`config.mk`:
```
export PLATFORM = sky130hd
export DESIGN_NAME = mux_rr_arbiter_flat
export DESIGN_NICKNAME = d
export VERILOG_FILES = /design/src/rtl/mux_rr_arbiter_if.sv /design/src/rtl/mux_rr_arbiter.sv /design/src/flat_wrapper.sv
export SDC_FILE = /design/constraint.sdc
export NUM_CORES = 1
export LEC_CHECK = 0
export CAP_MARGIN = 20
export CORE_ASPECT_RATIO = 0.75
export CORE_MARGIN = 2
export CORE_UTILIZATION = 42
export DETAILED_ROUTE_END_ITERATION = 12
export SYNTH_ARGS = -nofsm -noshare
export SYNTH_HDL_FRONTEND = slang
export SYNTH_SLANG_ARGS = --single-unit
```
`constraint.sdc`:
```
create_clock -name clk -period 3.7 [get_ports clk]
set_input_delay 0.37 -clock clk [delete_from_list [all_inputs] [get_ports clk]]
set_output_delay 0.37 -clock clk [all_outputs]
set_load 0.01 [all_outputs]
```
`src/rtl/mux_rr_arbiter_if.sv`:
```
// Handshake bundle between the round-robin arbiter and its requesters / downstream consumer.
//   req   : per-requester request, bit i = requester i
//   ack   : downstream accepted the current beat this cycle
//   gnt   : registered one-hot grant, all-zero when idle
//   sel   : registered index of the granted requester, drives the 8:1 mux select
//   valid : granted and the owner is still requesting
//   busy  : a grant is currently held
// master: requester/consumer side. slave: arbiter side.
interface mux_rr_arbiter_if;
    logic [7:0] req;
    logic       ack;
    logic [7:0] gnt;
    logic [2:0] sel;
    logic       valid;
    logic       busy;

    modport master (
        output req,
        output ack,
        input  gnt,
        input  sel,
        input  valid,
        input  busy
    );

    modport slave (
        input  req,
        input  ack,
        output gnt,
        output sel,
        output valid,
        output busy
    );
endinterface

```
`src/rtl/mux_rr_arbiter.sv`:
```
// Round-robin arbiter sharing one 8:1 datapath select among eight requesters.
// Holds a grant until the owner withdraws or has MAX_BEATS beats accepted, then hands off on
// the same edge to the next requester after the owner.
//   clk : clock, all state updates on the rising edge
//   rst : synchronous active-high reset
//   bus : arbiter side of mux_rr_arbiter_if (req/ack in, gnt/sel/valid/busy out)
module mux_rr_arbiter #(
    parameter int unsigned MAX_BEATS = 4,
    parameter int unsigned CW        = 8
) (
    input  logic                clk,
    input  logic                rst,
    mux_rr_arbiter_if.slave     bus
);

    typedef enum logic [0:0] {StIdle, StGrant} state_e;

    state_e          state_q, state_d;
    logic [2:0]      ptr_q, ptr_d;
    logic [CW-1:0]   cnt_q, cnt_d;
    logic [7:0]      gnt_q, gnt_d;
    logic [2:0]      sel_q, sel_d;

    logic            found;
    logic [2:0]      win;
    logic [2:0]      idx;
    logic            valid;
    logic            beat;
    logic            last_beat;
    logic            release_now;

    assign valid       = (state_q == StGrant) && bus.req[sel_q];
    assign beat        = valid && bus.ack;
    assign last_beat   = (cnt_q == CW'(MAX_BEATS - 1));
    // A withdrawing owner already has req[sel]=0, so searching the raw req vector is the
    // masked search; on quota the owner sits last in order because ptr = owner+1.
    assign release_now = !bus.req[sel_q] || (beat && last_beat);

    // First requester at or after ptr, wrapping modulo 8.
    always_comb begin
        found = 1'b0;
        win   = ptr_q;
        idx   = '0;
        for (int i = 0; i < 8; i++) begin
            idx = ptr_q + 3'(i);
            if (!found && bus.req[idx]) begin
                found = 1'b1;
                win   = idx;
            end
        end
    end

    always_comb begin
        state_d = state_q;
        ptr_d   = ptr_q;
        cnt_d   = cnt_q;
        gnt_d   = gnt_q;
        sel_d   = sel_q;
        unique case (state_q)
            StIdle: begin
                if (found) begin
                    state_d = StGrant;
                    gnt_d   = 8'b1 << win;
                    sel_d   = win;
                    cnt_d   = '0;
                    ptr_d   = win + 3'd1;
                end
            end
            StGrant: begin
                if (release_now) begin
                    if (found) begin
                        gnt_d = 8'b1 << win;
                        sel_d = win;
                        cnt_d = '0;
                        ptr_d = win + 3'd1;
                    end else begin
                        // sel keeps its last value while idle
                        state_d = StIdle;
                        gnt_d   = '0;
                        cnt_d   = '0;
                    end
                end else if (beat) begin
                    cnt_d = cnt_q + CW'(1);
                end
            end
            default: begin
                state_d = StIdle;
                gnt_d   = '0;
            end
        endcase
    end

    always_ff @(posedge clk) begin
        if (rst) begin
            state_q <= StIdle;
            ptr_q   <= '0;
            cnt_q   <= '0;
            gnt_q   <= '0;
            sel_q   <= '0;
        end else begin
            state_q <= state_d;
            ptr_q   <= ptr_d;
            cnt_q   <= cnt_d;
            gnt_q   <= gnt_d;
            sel_q   <= sel_d;
        end
    end

    assign bus.gnt   = gnt_q;
    assign bus.sel   = sel_q;
    assign bus.valid = valid;
    assign bus.busy  = (state_q == StGrant);

endmodule

```
`src/flat_wrapper.sv`:
```
// flat-port wrapper written by rule: the top's interface ports become plain ports
module mux_rr_arbiter_flat 
#(
    parameter int unsigned MAX_BEATS = 4,
    parameter int unsigned CW        = 8
)
  (clk, rst, bus_req, bus_ack, bus_gnt, bus_sel, bus_valid, bus_busy);
  mux_rr_arbiter_if bus_i ();
  input  logic clk;
  input  logic rst;
  input wire logic [$bits(bus_i.req)-1:0] bus_req;
  input wire logic [$bits(bus_i.ack)-1:0] bus_ack;
  output wire logic [$bits(bus_i.gnt)-1:0] bus_gnt;
  output wire logic [$bits(bus_i.sel)-1:0] bus_sel;
  output wire logic [$bits(bus_i.valid)-1:0] bus_valid;
  output wire logic [$bits(bus_i.busy)-1:0] bus_busy;
  assign bus_i.req = bus_req;
  assign bus_i.ack = bus_ack;
  assign bus_gnt = bus_i.gnt;
  assign bus_sel = bus_i.sel;
  assign bus_valid = bus_i.valid;
  assign bus_busy = bus_i.busy;
  mux_rr_arbiter #(.MAX_BEATS(MAX_BEATS), .CW(CW)) u_core (.clk(clk), .rst(rst), .bus(bus_i));
endmodule
```
==> run summary, run 1 <==
Synthesis and place-and-route results.

- The share of the core filled by cells before placement is 0.427.
- The worst-case max-slew headroom was logged as 0.619.
- The data required time of the worst path is 3.87 ns.
- Looking at the hold checks, the worst path lands on u_core.bus.gnt[1].
- Per the synthesis report, the adder-cell share of the synthesized area is 0.0426.
- At floorplan, the net count of the design was reported as 224.
- The number of non-clock buffers is 29.
- The buffering stage count on the worst path with inverters included is 2.
- The area recorded from the Yosys report for this design is 2060 sq um.
- In this run the cell area of the synthesized design comes to 2060 sq um.
- At the placement stage, the worst setup path has a slack of 0.242 ns.
- Per the hold report, the tightest min-delay path originates at u_core.bus.gnt[1].
- The clock tree has to reach 23 sinks.
- The slew at the pin closest to its max-slew limit is 0.570 ns.
- The clock tree buffer count of the final layout is 4.
- The power attributed to combinational cells is 1.70 mW.
- The cell depth of the worst setup path is 12.
- The number of antenna violations at the first check in global routing came to 0.
- Among all cell classes, the greatest summed area belongs to logic gates.
- The number of H-tree branching levels is 1.
- For the final routed database, the setup TNS stands at 0 ns.
- The first-pass detailed-route iteration total is 4.
- For met3 alone, demand over resource in global routing was 0.0344.
- The final design was reported to hold multi-input combinational gates totalling 160.
- The die area is 5480 sq um.
- The critical path's top delay family is multiplexers.
- The switching power total is 1.01 mW.
- The master cell of the clock root buffer is sky130_fd_sc_hd__clkbuf_8.
- The post-synth count of flops with an enable pin is 0.
- Of the total synthesized cell area, the portion taken by XOR and XNOR cells is 0.0468.
- The Yosys step of the flow raised 0 warnings.
- In this run, the number of DRC markers left after iteration 0 of detailed routing was 216.
- The top flip-flop cell by instance count after synthesis is sky130_fd_sc_hd__dfxtp_1.
- The launch instance of the worst register-to-register path is u_core.ptr_q[0].
- Across the VDD grid, the largest voltage drop is 0.405 mV.
- The flop count is 23.
- The total of flip-flops plus latches after synthesis is 23.
- The max-slew violation total from the final report is 0.
- The final hold violation count recorded for this run is 0.
- The run finished with clean final reports.
- Routing resource usage on met1 recorded by global route was 0.259.
- Excluding fillers, the count of instances in the completed layout stands at 290.
- After layout, the worst setup slack is 0.372 ns.
- The layout report lists the multi-input gate area as 1460 sq um.
- Among all stages on the critical path, the maximum delay recorded is 0.65 ns.
- In the synthesized netlist, the dominant kind of combinational cell is multiplexers.
- The script computed the net switching share of total power as 0.459.
- The overall routing resource usage is 0.171.
- The share of total power dissipated in sequential elements is 0.160.
- Power comes to 2.21 mW.
- In this run the count of I/O pins placed on the die edge is 24.
- The internal power is 1.19 mW.
- Detailed placement reports a standard cell area of 2320 sq um.
- The power per unit of standard cell area is 931 nW/um^2.
- The fraction of area in multi-input gates is 0.616.
- After routing the design area is 2370 sq um.
- For the worst-skew pair, the clock arrives at the later sink with an insertion delay of 0.26 ns.
- The fraction of synthesized area in multiplexers is 0.249.
- The routed layout has 1667 vias.
- Data on the critical path arrives at its endpoint at 3.50 ns.
- Per the timing report, the most critical flop-to-flop path finishes at u_core.ptr_q[2].
- The part of the total power dissipated in the clock network is 0.071.
- Per the post-CTS timing run, clock transition at the registers of the reported paths is 0.08 ns.
- The mean area per synthesized cell is 9.99 sq um.
- The routed wire length on met3 is 255 microns.
- Summed over all sequential cells, the power is 353 uW.
- After global routing the overflow that remains totals 0.
- Of the cells placed in the final design, the portion with a size suffix greater than 1 is 0.196.
- The met1 wire length is 2.32 mm.
- The count of cell types in the netlist is 63.
- Per the timing report, the biggest fanout along the worst path comes to 8.
- Warnings raised by the tools during the run amount to 29.
- According to the timing report, the critical path is captured at u_core.ptr_q[2].
- The uppermost layer routed is met4.
- Synthesis handed over a netlist of 206 instances.
- In the finished design, the share of the clock period the worst path needs comes to 0.900.
- The pin count of the biggest net entering global routing is 17.
- The post-route minimum period is 3.33 ns.
- Counting instances in the post-synthesis netlist gives the leading cell types as 23 x sky130_fd_sc_hd__dfxtp_1, 23 x sky130_fd_sc_hd__nor2_1, 12 x sky130_fd_sc_hd__inv_1, 10 x sky130_fd_sc_hd__mux4_2.
- The final-report setup violation count is 0.
- Power attributed to the clock group is 156 uW.
- Relative to the synthesized area, the layout overhead comes to 15.1%.
- The hold-critical path depth is 2.
- TritonRoute reported its final design rule violation total as 0.
- Across the run, the number of max-cap violations was 0.
- Listed in order, past its start point the critical path passes inv_2 -> ha_2 -> mux4_1 -> mux2i_2 -> a21boi_1 -> o21ai_1 -> a21oi_2 -> xnor2_1 -> inv_1 -> nor2_1 -> ha_1 -> a211oi_1.
- The detailed placement HPWL is 3.43 mm.
- Setup repair after global routing left no endpoint under its margin.
- Counting tap cells, the placed design contains a total of 286 instances.
- The cell total in the yosys stat output is 206.
- The utilization of the core after routing is 0.492.
- Leaving out the clock tree, the finished layout contains an inverter count of 14.
- The most common logic cells in the final layout are 23 x sky130_fd_sc_hd__nor2_1, 23 x sky130_fd_sc_hd__clkdlybuf4s50_1, 23 x sky130_fd_sc_hd__dfxtp_1.
- In this run, the synthesized area fraction spent on AND-OR/OR-AND gates is recorded as 0.198.
- Checking hold timing, the worst path is listed with class reg2reg.
- The TritonCTS clock tree is yes.
- The first element of the critical path is u_core.ptr_q[0].
- The share of the Yosys chip area taken by registers is 0.224.
- The via count of the first global-routing pass is 1560.
- The post-route clock skew is 0.00285 ns.
- The biggest area consumer among synthesized cells is sky130_fd_sc_hd__dfxtp_1.
- Counting flops with an async set or reset pin after synthesis yields a share of 0.
- In the post-synthesis netlist, the biggest area contributors are sky130_fd_sc_hd__dfxtp_1 22%, sky130_fd_sc_hd__mux4_2 11%, sky130_fd_sc_hd__mux4_1 5.1%.
- The clock distribution area overhead in the final layout is 0.0190.
- Measured on the final layout, buffering overhead outside the clock network stands at 0.116.
- The post-cts hold-fix buffer tally is 0.
- The slack of the worst reg-to-reg path is 0.37 ns.
- In the final routed layout, each cell accounts on average for 15.1 microns.
- The static power due to leakage is 0.856 nW.
- Per the layout area report, the sequential fraction of cell area is 0.194.
- Per the CTS log, the buffer count on the longest clock path is 2.
- By startpoint and endpoint, the worst setup path is classified as reg2reg.
- The final-stage net count is 249.
- The flow inserted 60 tap cells.
- The post-synthesis simple-gate area fraction is 0.171.
- Wire segments on met2 add up to 1.79 mm in the final route.
- TritonCTS created 3 clock buffers.
- The sequential cells in the finished layout cover a total of 460 sq um.
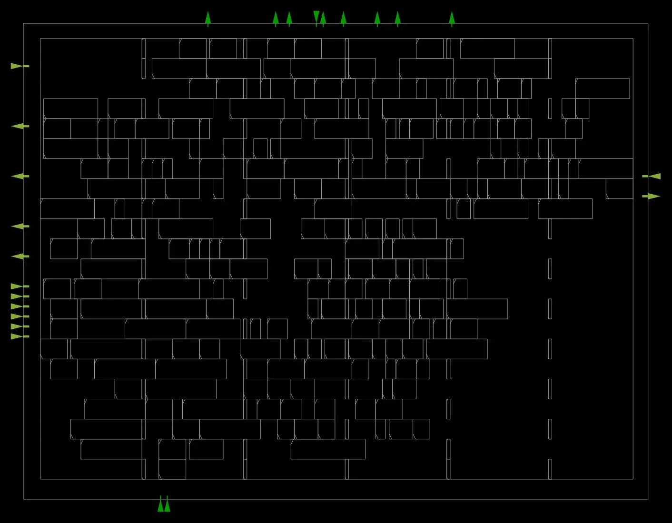
*Cell outlines without signal wires, run 1*
row cnt: 22
Core Box Area: 4820 sq um

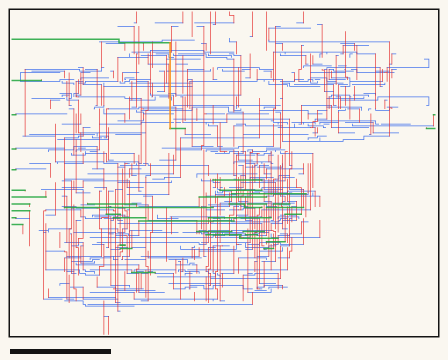
*Metal layers overlaid, run 1*
The bar under the picture is 20 microns long.
green -> metal 3  # wire length 256 microns
orange -> metal 4  # wire length 17.0 microns
blue -> metal 1  # wire length 2320 microns
red -> metal 2  # wire length 1790 microns

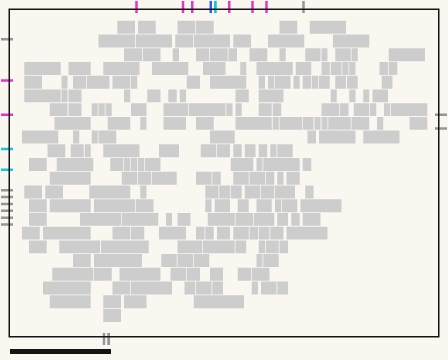
*I/O pins on the die edge, run 1*
The bar under the picture is 20 microns long. Pins as bars across the die edge, other pins in gray.
magenta -> `bus_gnt`  # pins 8, direction output, edge 6 north, 2 west
cyan -> `bus_sel`  # pins 3, direction output, edge 2 west, 1 north
blue -> `rst`  # pins 1, direction input, edge north
all pins by edge = 11 west, 9 north, 2 east, 2 south
# port buffers: 23
Die Ht: 64.6 microns
die span in x: 84.8 microns

### M3 wires, run 1

The bar under the picture is 20 microns long.
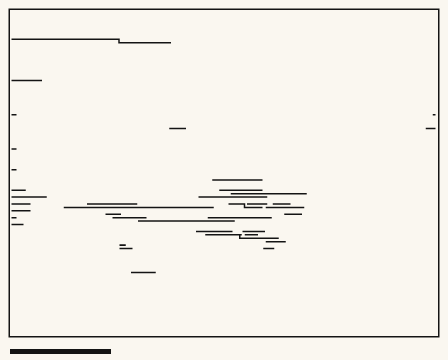

==> run 1 -> run 2 <==
- clock period: 3.7 -> 3.3 ns (I/O delays scaled with it)
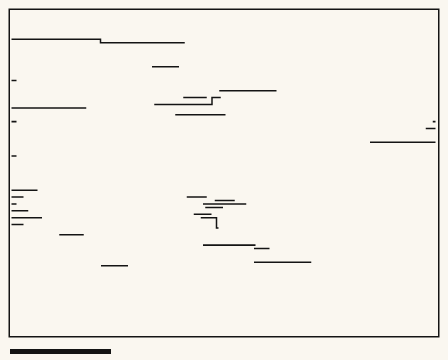
*M3 wires, run 2*
The bar under the picture is 20 microns long.
longest straight run = 17.5 microns
main direction = horizontal
total via count after detailed routing: 1727
Post-Route WL: 4.70 mm
GR met3 Demand/Resource: 0.0357

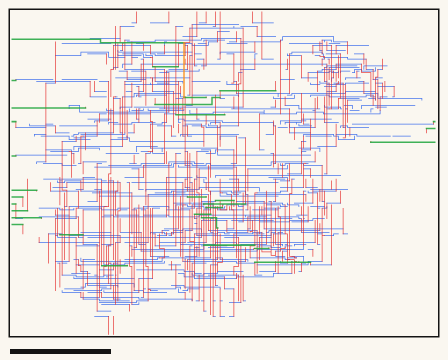
*Metal layers overlaid, run 2*
The bar under the picture is 20 microns long.
orange -> metal 4  # wire length 10.9 microns
blue -> metal 1  # wire length 2500 microns
red -> metal 2  # wire length 1990 microns
green -> metal 3  # wire length 190 microns
final routed wire length divided by cell count: 15.6 microns
overall global routing resource usage: 0.177

==> run 2 against run 1 <==
  * Global-route usage is 0.60 points higher
  * Synthesized cell count stayed put
  * Hold slack worse by 0.0029 ns
  * First-iteration DRC count fell by 49%
  * Clock power rose by about 10%
  * Clock skew down 0.00054 ns
  * Routed wire length increased by 7.1%
  * Final cell count up 3.8%
  * Total power grew 25%
  * Cell area rose by 5.1%
  * Area after synthesis is the same
  * Critical path type unchanged
  * Largest cell class unchanged
  * Highest routed layer unchanged
==> run summary, run 2 <==
Synthesis and place-and-route results.

- The cell total in the yosys stat output came to 206 (unchanged).
- The total number of clock tree sinks came to 23 (unchanged).
- The timing endpoint of the critical path was u_core.bus.gnt[0] (was u_core.ptr_q[2]).
- The number of placement rows is 22 (unchanged).
- The number of non-clock buffers is 40 (was 29).
- The die height was 64.6 microns (unchanged).
- The cell count after synthesis was 206 (unchanged).
- The count of pins on the block boundary is 24 (unchanged).
- The count of cell types in the netlist is 63 (unchanged).
- The critical path's largest stage delay is 0.47 ns (was 0.65 ns).
- The area of placed instances is 2390 sq um (was 2320 sq um).
- The post-synth area from yosys stat is 2060 sq um (unchanged).
- The combinational cell area excluding buffers and inverters is 1500 sq um (was 1460 sq um).
- The hold-critical path depth came to 2 (unchanged).
- The sequential cell area in the final layout was 462 sq um (was 460 sq um).
- The clock input transition at the sequential cells of the worst setup and hold paths is 0.08 ns (about the same).
- The number of antenna violations at the first check in global routing was 0 (unchanged).
- The final worst-path setup slack is 0.104 ns (was 0.372 ns).
- The master cell of the clock root buffer is sky130_fd_sc_hd__clkbuf_8 (unchanged).
- The worst flop-to-flop path endpoint is u_core.bus.gnt[0] (was u_core.ptr_q[2]).
- The flop count was 23 (unchanged).
- The horizontal extent of the die is 84.8 microns (unchanged).
- The share of final-layout standard cells stronger than drive strength 1 is 0.274 (was 0.196).
- The uppermost layer routed is met4 (unchanged).
- The first element of the critical path is u_core.ptr_q[1] (was u_core.ptr_q[0]).
- The kind of critical path is reg2reg (unchanged).
- The final-stage net count is 260 (was 249).
- The type of the tightest min-delay check is reg2reg (unchanged).
- The max-slew violation total from the final report came to 0 (unchanged).
- The internal power was 1.51 mW (was 1.19 mW).
- The met1 wire length came to 2.50 mm (was 2.32 mm).
- The number of inverters outside the clock class in the layout is 14 (unchanged).
- The overall power consumption is 2.75 mW (was 2.21 mW).
- The main logic family after synthesis is multiplexers (unchanged).
- The total tool warning count came to 29 (unchanged).
- The switching power total is 1.24 mW (was 1.01 mW).
- The share of synthesized area occupied by flip-flops and latches is 0.224 (unchanged).
- The top cell class by occupied area is logic gates (unchanged).
- The static power due to leakage came to 0.910 nW (was 0.856 nW).
- Result of the run: completed (unchanged).
- The number of max-capacitance violations reported was 0 (unchanged).
- The mean area per synthesized cell is 9.99 sq um (unchanged).
- The cell depth of the worst setup path is 13 (was 12).
- The area of all placed cells without fillers came to 2490 sq um (was 2370 sq um).
- The launch instance of the worst register-to-register path is u_core.ptr_q[1] (was u_core.ptr_q[0]).
- The slew at the pin closest to its max-slew limit is 0.604 ns (was 0.570 ns).
- The biggest area consumer among synthesized cells is sky130_fd_sc_hd__dfxtp_1 (unchanged).
- The headroom to the max-slew limit was 0.596 (was 0.619).
- List of most frequent post-synthesis cells: 23 x sky130_fd_sc_hd__dfxtp_1, 23 x sky130_fd_sc_hd__nor2_1, 12 x sky130_fd_sc_hd__inv_1, 10 x sky130_fd_sc_hd__mux4_2 (unchanged).
- The die area is 5480 sq um (unchanged).
- The clock distribution area overhead in the final layout is 0.0181 (was 0.0190).
- The worst-case hold path end point was u_core.bus.gnt[2] (was u_core.bus.gnt[1]).
- The pin count of the biggest net entering global routing is 17 (unchanged).
- The clock tree buffer count of the final layout came to 4 (unchanged).
- The final-report setup violation count is 0 (unchanged).
- The net switching share of the total power is 0.451 (was 0.459).
- The maximum root-to-sink buffer count is 2 (unchanged).
- The flip-flop and latch power was 404 uW (was 353 uW).
- The proportion of register bits with asynchronous set or reset after synthesis is 0 (unchanged).
- The routed wire length on met3 was 189 microns (was 255 microns).
- The detailed route wirelength on metal2 is 1.99 mm (was 1.79 mm).
- The startpoint of the tightest hold check path was u_core.bus.gnt[2] (was u_core.bus.gnt[1]).
- The worst-case vdd ir drop was 0.512 mV (was 0.405 mV).
- The biggest fanout along the worst timing path came to 8 (unchanged).
- The number of placed instances, taps included is 292 (was 286).
- The critical path's top delay family was simple AND/OR/NAND/NOR gates (was multiplexers).
- The first-pass detailed-route iteration total is 4 (unchanged).
- The number of clock buffers inserted by TritonCTS is 3 (unchanged).
- The synthesized net count is 224 (unchanged).
- The proportion of cell area occupied by registers is 0.185 (was 0.194).
- The clock group power came to 172 uW (was 156 uW).
- The post-cts hold-fix buffer tally is 0 (unchanged).
- The count of multi-input gates came to 160 (unchanged).
- The minimum setup slack after placement is -0.190 ns (was 0.242 ns).
- The fraction of synthesized cell area in xor and xnor cells is 0.0468 (unchanged).
- The final-report hold violation count came to 0 (unchanged).
- The area of the core is 4820 sq um (unchanged).
- The post-route minimum period was 3.20 ns (was 3.33 ns).
- The filler-free cell count of the finished design is 301 (was 290).
- The DRC violations left is 0 (unchanged).
- The arrival time at the worst endpoint is 3.39 ns (was 3.50 ns).
- The area share of fa/ha/maj cells after synthesis was 0.0426 (unchanged).
- The final critical-path share of the clock period came to 0.968 (was 0.900).
- The fraction of synthesized area in multiplexers is 0.249 (unchanged).
- The post-route setup TNS is 0 ns (unchanged).
- The data required time of the worst path is 3.49 ns (was 3.87 ns).
- The overall overflow remaining after global route is 0 (unchanged).
- The power per unit of standard cell area is 1100 nW/um^2 (was 931 nW/um^2).
- The share of the core filled by cells before placement is 0.427 (unchanged).
- The number of H-tree branching levels is 1 (unchanged).
- Cell chain of the critical path: inv_1 -> ha_4 -> buf_4 -> mux4_2 -> buf_4 -> mux2i_4 -> and3_2 -> nand2_1 -> nor2_1 -> o221a_4 -> inv_2 -> or4b_4 -> o22ai_2 (was inv_2 -> ha_2 -> mux4_1 -> mux2i_2 -> a21boi_1 -> o21ai_1 -> a21oi_2 -> xnor2_1 -> inv_1 -> nor2_1 -> ha_1 -> a211oi_1).
Power figures rest on the tool's default switching activity, not on a simulated workload.
